### config.mk
export PLATFORM = sky130hd
export DESIGN_NAME = bus_word_requester
export DESIGN_NICKNAME = d
export VERILOG_FILES = /design/src/rtl/bus_word_requester.sv
export SDC_FILE = /design/constraint.sdc
export NUM_CORES = 1
export LEC_CHECK = 0
export ABC_AREA = 1
export CORE_MARGIN = 2
export CORE_UTILIZATION = 51
export DETAILED_ROUTE_END_ITERATION = 16
export PLACE_DENSITY = 0.89
export SLEW_MARGIN = 5
export SYNTH_ARGS = -nofsm -noshare
export SYNTH_HDL_FRONTEND = slang
export SYNTH_SLANG_ARGS = --single-unit
### constraint.sdc
create_clock -name clk -period 3.9 [get_ports clk]
set_input_delay 0.39 -clock clk [delete_from_list [all_inputs] [get_ports clk]]
set_output_delay 0.39 -clock clk [all_outputs]
set_load 0.05 [all_outputs]
### src/rtl/bus_word_requester.sv
// Word-to-byte bus requester: gets the bus from an arbiter, moves one word as WORD_BYTES beats and returns a pulse.
// Optional macro BUS_TIMEOUT_EN adds a grant timeout that aborts with rsp_err.
module bus_word_requester #(
  parameter int WORD_BYTES    = 4,
  parameter int GRANT_TIMEOUT = 255
) (
  input  logic        clk,
  input  logic        reset,
  input  logic        cmd_valid,
  output logic        cmd_ready,
  input  logic        cmd_rw,
  input  logic [8:0]  cmd_addr,
  input  logic [31:0] cmd_wdata,
  output logic        rsp_valid,
  output logic [31:0] rsp_rdata,
  output logic        rsp_err,
  output logic        grant_request,
  input  logic        grant_given,
  output logic        rw,
  output logic [8:0]  address,
  output logic [7:0]  data_out,
  input  logic [7:0]  data_in
);

  typedef enum logic [2:0] {IDLE, REQ, XFER, RD_TAIL, DONE} state_t;

  localparam logic [1:0] LAST_IDX  = 2'(WORD_BYTES - 1);
  // Words are right-aligned: beat 0 is the most significant used byte, unused upper bytes stay 0.
  localparam logic [4:0] TOP_SHIFT = 5'(8 * (WORD_BYTES - 1));

  state_t      state_reg, state_next;
  logic        rw_reg;
  logic [8:0]  addr_reg;
  logic [31:0] wdata_reg;
  logic [1:0]  idx_reg, idx_next;
  logic        pend_reg;
  logic [1:0]  pend_idx_reg;
  logic [31:0] rdata_reg;
  logic        accept;
  logic        beat;
  logic        timeout_hit;
  logic [4:0]  beat_shift;
  logic [4:0]  pend_shift;

  assign beat_shift = TOP_SHIFT - {idx_reg, 3'b000};
  assign pend_shift = TOP_SHIFT - {pend_idx_reg, 3'b000};

  always_comb begin
    state_next = state_reg;
    idx_next   = idx_reg;
    accept     = 1'b0;
    beat       = 1'b0;
    case (state_reg)
      IDLE: begin
        if (cmd_valid) begin
          accept     = 1'b1;
          idx_next   = 2'd0;
          state_next = REQ;
        end
      end
      REQ: begin
        if (grant_given) state_next = XFER;
      end
      XFER: begin
        if (grant_given) begin
          beat = 1'b1;
          if (idx_reg == LAST_IDX) state_next = rw_reg ? DONE : RD_TAIL;
          else                     idx_next   = idx_reg + 2'd1;
        end
      end
      RD_TAIL: state_next = DONE;
      DONE:    state_next = IDLE;
      default: state_next = IDLE;
    endcase
    if (timeout_hit) state_next = DONE;
  end

  assign cmd_ready     = (state_reg == IDLE);
  assign grant_request = (state_reg == REQ) || (state_reg == XFER) || (state_reg == RD_TAIL);
  assign rsp_valid     = (state_reg == DONE);
  assign rw            = beat & rw_reg;
  assign address       = beat ? (addr_reg + {7'd0, idx_reg}) : 9'd0;
  assign data_out      = beat ? wdata_reg[beat_shift +: 8] : 8'h00;
  assign rsp_rdata     = rdata_reg;

  always_ff @(posedge clk) begin
    if (reset) begin
      state_reg    <= IDLE;
      rw_reg       <= 1'b0;
      addr_reg     <= 9'd0;
      wdata_reg    <= 32'd0;
      idx_reg      <= 2'd0;
      pend_reg     <= 1'b0;
      pend_idx_reg <= 2'd0;
      rdata_reg    <= 32'd0;
    end else begin
      state_reg    <= state_next;
      idx_reg      <= idx_next;
      // A read byte arrives one cycle after its address, whatever grant does meanwhile.
      pend_reg     <= beat & ~rw_reg;
      pend_idx_reg <= idx_reg;
      if (accept) begin
        rw_reg    <= cmd_rw;
        addr_reg  <= cmd_addr;
        wdata_reg <= cmd_wdata;
        rdata_reg <= 32'd0;
      end else if (timeout_hit) begin
        rdata_reg <= 32'd0;
      end else if (pend_reg) begin
        rdata_reg[pend_shift +: 8] <= data_in;
      end
    end
  end

`ifdef BUS_TIMEOUT_EN
  localparam int TW = (GRANT_TIMEOUT > 1) ? $clog2(GRANT_TIMEOUT) : 1;
  localparam logic [TW-1:0] TO_LAST = TW'(GRANT_TIMEOUT - 1);

  logic [TW-1:0] to_cnt_reg;
  logic          waiting;
  logic          err_reg;

  assign waiting     = ((state_reg == REQ) || (state_reg == XFER)) && !grant_given;
  assign timeout_hit = waiting && (to_cnt_reg == TO_LAST);
  assign rsp_err     = err_reg;

  always_ff @(posedge clk) begin
    if (reset) begin
      to_cnt_reg <= '0;
      err_reg    <= 1'b0;
    end else begin
      if (waiting && !timeout_hit) to_cnt_reg <= to_cnt_reg + 1'b1;
      else                         to_cnt_reg <= '0;
      if (accept)           err_reg <= 1'b0;
      else if (timeout_hit) err_reg <= 1'b1;
    end
  end
`else
  assign timeout_hit = 1'b0;
  // No abort path in this build; GRANT_TIMEOUT is always positive, so this is 0.
  assign rsp_err     = (GRANT_TIMEOUT < 0);
`endif

endmodule
cell_classes.png
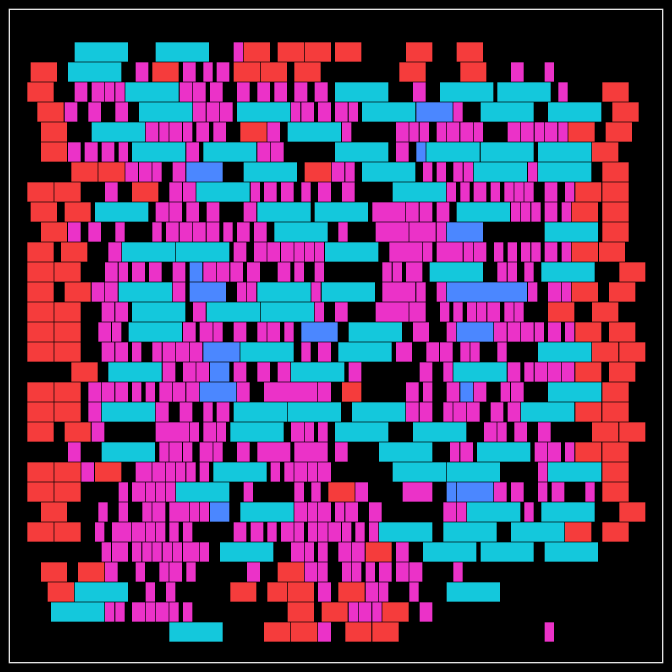
Magenta shows all other logic, cells 395, share of their area 39%. Blue shows clock drivers and dummy loads, cells 16, share of their area 3.9%. Red shows other buffers and delay cells, cells 108, share of their area 23%. Cyan shows flops, cells 82, share of their area 34%.
Seq/total area: 33.6%
num rows: 30
Core Util, Final: 71.2%
Non-Filler Cell Area, Final: 0.00489 mm2
area of the core: 0.00687 mm2

==> summary.txt <==
fresh numbers from the pnr run: Final min period=approximately 3.4 ns, slowest stage delay, CP=0.80 ns, switch share=about two fifths, clock skew=between 0.003 and 0.004 ns, mux cell area share after synthesis=0%, Fillers=580, hold crit path type=reg2reg, final net count=659, Worst-path clk slew=0.08 ns, Synth Warn #=0, Dominant comb cell=simple AND/OR/NAND/NOR gates, n_diodes=0, flip-flops=approximately 82, buffers added on ports=roughly 110, CP bufs+invs=2, Clock buffers and inverters, area share=3.81%, Core Density at Floorplan=53.2%, Biggest Area Class=logic gates, HPWL after detailed placement=7160 um, DP Cell Count=681, post-synth cell types=25, die height=88.7 um, tap cell count=~96, cells after synthesis=slightly above 500, Worst setup EP type=output port, CP endpoint=address[8], Routed Wire Length=9950 um, hold path depth=1, FMAX=about 0.3 GHz, CTS root buf=clkbuf_8, commonest non-fill, non-tap cell in the layout=clkdlybuf4s50_1, status=completed, non-clk buf share=22.0%, Worst Path Max Fanout=20, drt via density=5.52, TritonCTS Sinks=between 80 and 90, most numerous logic cells after layout=clkdlybuf4s50_1 (106), a21oi_1 (103), nand2_1 (88), dfxtp_1 (82), nand3_1 (48), dominant cell type by area after synthesis=dfxtp_1, Logic inverters=48, Comb pwr share=between 30% and 40%, XOR Share, Synth=0%, Remaining DRCs=0, post-cts sizing count=0, cell depth of the worst setup path=9, CP cell instances=ha_1 -> fa_1 -> nand2_1 -> inv_1 -> nand3_1 -> nor2_1 -> o21ai_0 -> nor2_1 -> clkdlybuf4s50_1, Comb power=0.911 mW, Plain + repair buffers=108, Die X-Extent=88.7 um, Placement Cell Area=around 0.0047 mm2, initial DRC count=~270, first-pass GRT wire length=16100 um, CTS buffer count=9, P_int=1.55 mW, worst reg2reg setup slack=1.84 ns, Top cells by area=dfxtp_1 (45%), a21oi_1 (14%), nand2_1 (9.1%), nand3_1 (6.6%), o21ai_0 (4.7%), logic area=0.00168 mm2, LEAKAGE=1.78 nW, synthesis-to-finish area growth=33.7%, adder share=3.28%, and+or+nand+nor area frac=22.3%, share of cells above drive strength 1=4.66%, Psw=1.03 mW, htree depth=3, Post-synth seq share=44.9%, number of cells in Yosys stat=503, Sequential Power Share=between 40% and 50%, largest net degree at the start of global routing=39, DR WL met2=around 4600 um, Max clock buf depth=2, clock network power share=~23%, Post-Synth AOI/OAI Area=between 20% and 30%, Startpoint Class=register, PD cells=between 500 and 600 mW/mm2, Pre-Repair DR Iteration Count=5, max-slew violations=0, synthesized area=around 0.0037 mm2, Worst Hold Slack=approximately 0.46 ns, mean post-synth cell area=7.27 um2, Late-Pin Clk Latency=0.35 ns, Rel. slew slack=51.1%, post-place setup slack=0.936 ns, R2R Path End=wdata_reg[15], met1 Use GR=around 33%, RSZ-0062 raised after global routing=false, crit path DRT=3.51 ns, Final Hold Violation Tally=0, total power=2.58 mW, chip area=0.00786 mm2, Routed Antenna Nets=0, R2R Path Start=state_reg[0], GRT Max-Usage Layer=met2, top layer in use=met4, CTS Hold Bufs=0, Comb/total area=around a third, Ports=108, Tool Warnings=30, global-route total usage across every layer=25.9%, Final setup viols=0, worst hold endpoint=pend_reg, clk_buf instances=11, maximum VDD drop=between 400 and 500 uV, reported max-cap violation count=0, gpl congestion=slightly above 0.9, wire length on met3=892 um, CP delay by family, top=buffers and inverters, grt met2 use=44.2%, initial antenna violation count=0, final worst setup slack=0.548 ns, CP arrival=approximately 3.0 ns, CTS tree=built, GRT overflow=0, Worst path most repeated cell=nor2_1, routed via count=3846, Synth flops=around 82, yosys stat area=roughly 0.0037 mm2, final worst path period share=85.9%, wire per inst=approximately 14 um, clk pwr=0.596 mW, critical path's slowest cell=clkdlybuf4s50_1, Setup Crit Path Kind=reg2out, Worst setup startpoint=idx_reg[0], top power group=sequential cells, comb_multi_in=347, post-CTS setup buffer count=0, setup tns final=0 ns, Non-Filler Instances=around 700, Hold Crit Start=rw_reg, top-area cell type share of the netlist area=44.9%, vias in the first global route=around 3600, worst-margin pin slew=~0.73 ns
registers.png
Other sequential cells in the stronger grey, the rest of the logic in the fainter grey.
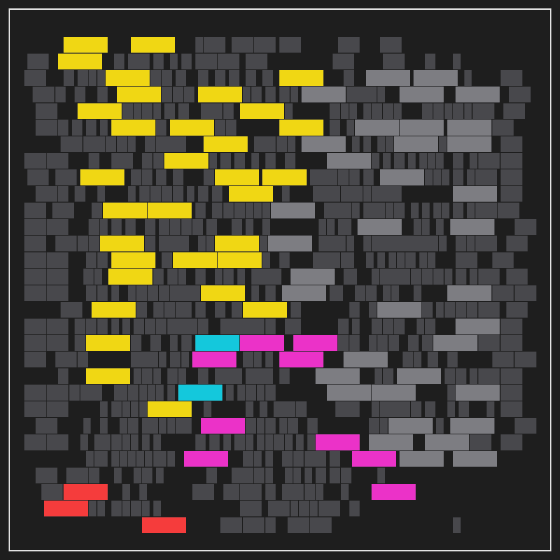
Red shows `state_reg`, placed flops 3. Cyan shows `idx_reg`, placed flops 2. Magenta shows `addr_reg`, placed flops 9, where bottom centre. Yellow shows `wdata_reg`, placed flops 32.
Another 36 sequential cells are not coloured.
FF/Latch Area: 0.00164 mm2
P_seq: 1.07 mW

==> cells in the mapped netlist <==
cell and instances:
a21oi_1 103, buf_1 1, buf_2 9, buf_4 4, buf_6 4, clkbuf_1 8
clkinv_1 1, conb_1 1, dfxtp_1 82, fa_1 1, ha_1 8, inv_1 45
inv_2 2, nand2_1 89, nand2_2 4, nand2_4 1, nand3_1 48, nand3b_1 1
nor2_1 37, nor2_2 2, nor3_1 5, nor3_2 2, o211ai_1 1, o21ai_0 34
o21ai_1 10
==> kinds of logic (layout without fill, tap and decap cells) <==
logic type,count (synthesis),count (layout)
and+or+nand+nor,189,189
other,1,1
adders and majority gates,9,9
buffers and inverters,74,172
DFF,82,82
AOI/OAI and AO/OA,148,148
Power figures rest on the tool's default switching activity, not on a simulated workload.
